Design imem_loader, sky130hd; sources not shown.
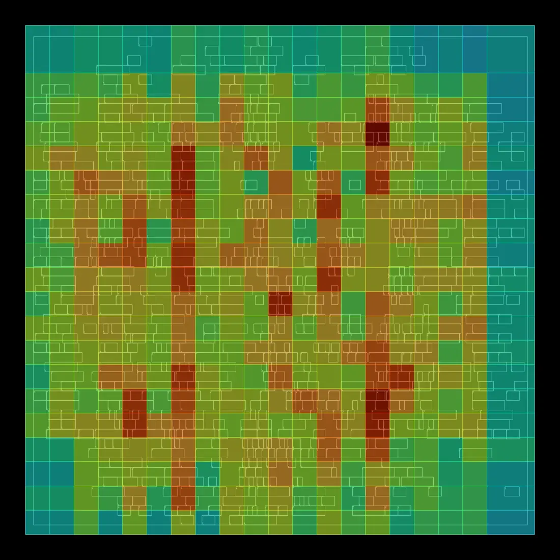
congestion.png
M3 GR Usage: 2.81%
M1 GR Usage: 26.6%
Routed WL per cell: 17.8 um
GRT met2 Usage: 30.0%
GR peak layer: met2

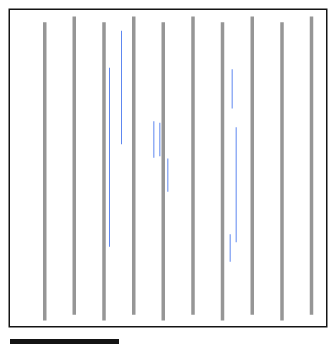
layer_met4.png
The bar under the picture is 50 um long. Supply wires on this layer in grey.
The longest straight run is 81.6 um. The layer carries 262 um of wire.
via count: 5564
overall routed net length: 18.5 mm

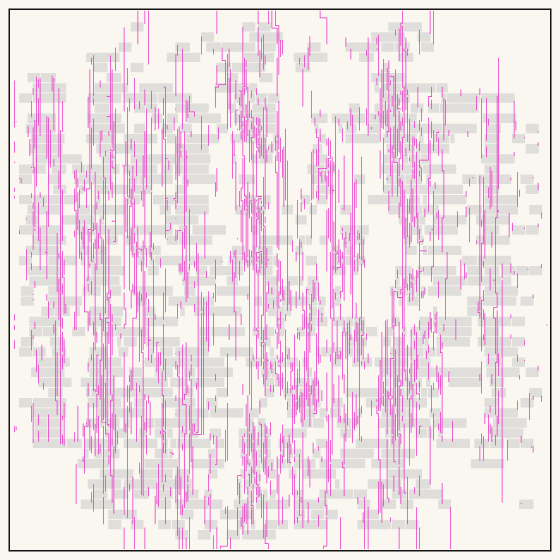
layer_met2.png
The longest straight run is 84.0 um. The layer carries 8680 um of wire. The layer holds 47% of the routed length.

==> job_summary.md <==
### Flow metrics

| Metric | Value |
|---|---|
| Yosys top cell by instances | `dfrtp_1` |
| Clock network power share | `48.4%` |
| AND/OR/NAND/NOR Cells, Area Fraction | `15.9%` |
| Relative slew slack | `26.0%` |
| MaxCap Viol Count | `0` |
| TAP cells | `265` |
| Top cells excl fill/tap | `dfrtp_1, nor2_1, clkdlybuf4s50_1` |
| Leading cell kind | `flip-flops and latches` |
| Non-CTS buffers | `85` |
| Port bufs | `81` |
| Yosys synthesis warning count | `6` |
| Die W | `145 um` |
| DRC viols | `0` |
| Lkg Pwr | `4.44 nW` |
| Initial antenna violation count | `0` |
| Combinational group power | `35.0 uW` |
| Seq/total area | `43.1%` |
| CP max stage cell | `nor3_1` |
| Clock Path Buffers | `2` |
| Kind of critical path | `in -> reg` |
| F_max | `246 MHz` |
| Post-Route Skew | `0.00839 ns` |
| CTS sink cnt | `162` |
| RSZ-0062 raised after global routing | `no` |
| VDD IR max | `0.195 mV` |
| Worst EP arrival | `4.32 ns` |
| Dominant logic cell type in the layout | `dfrtp_1` |
| All-Layer GR Usage | `19.4%` |
| Top delay family on crit path | `simple AND/OR/NAND/NOR gates` |
| Die ar. | `20900 um2` |
| Synth cell count leaders | `dfrtp_1, nor2_1, mux2_2` |
| First-pass GRT wire length | `30.4 mm` |
| Slew Limit Fails | `0` |
| Logic share of the area | `37.9%` |
| Largest Pwr Group | `registers` |
| TritonRoute pass-1 iters | `4` |
| Status | `finished, final reports clean` |
| Layout cells sized above 1 | `15.2%` |
| Largest net degree at the start of global routing | `104` |
| Buffers & Inverters on Critical Path | `2` |
| Hold Buf Count CTS | `0` |
| Post-synthesis register bit count | `162` |
| Antenna fix cells | `0` |
| # IOs | `82` |
| Met3 Routed Length | `596 um` |
| FF+latch area | `4060 um2` |
| Post-CTS Repair Setup Buffers | `0` |
| Fin crit share | `70.0%` |
| Core Box Area | `19500 um2` |
| CP most frequent cell | `and2_1` |
| Syn_area_per_cell | `11.1 um2` |
| Power in the clock group | `1.09 mW` |
| Critical Path Start Type | `input pin` |
| Nets@finish | `778` |
| PnR worst setup slack | `1.74 ns` |
| Dominant flop cell | `dfrtp_1` |
| Slew @ Worst Pin | `1.11 ns` |
| TritonCTS buffer count | `17` |
| Logic gate share of total power | `1.6%` |
| Synth Seq Share | `51.3%` |
| Xor/xnor share of the synthesized area | `7.20%` |
| Clock-cell share | `6.18%` |
| Largest family of logic cells by area | `simple AND/OR/NAND/NOR gates` |
| Flop+latch power | `1.13 mW` |
| Adder Area Share | `0.475%` |
| Synthesized Nets | `727` |
| Met1 WL | `8.97 mm` |
| Final setup vio count | `0` |
| H-tree depth | `4` |
| Final Cell Area | `9400 um2` |
| CP Depth | `12` |
| Top cells by area | `dfrtp_1, mux2_2, xor2_1` |
| Switching portion of total power | `21.3%` |
| Hold slack final | `0.495 ns` |
Power is estimated from default activity; no workload was simulated.
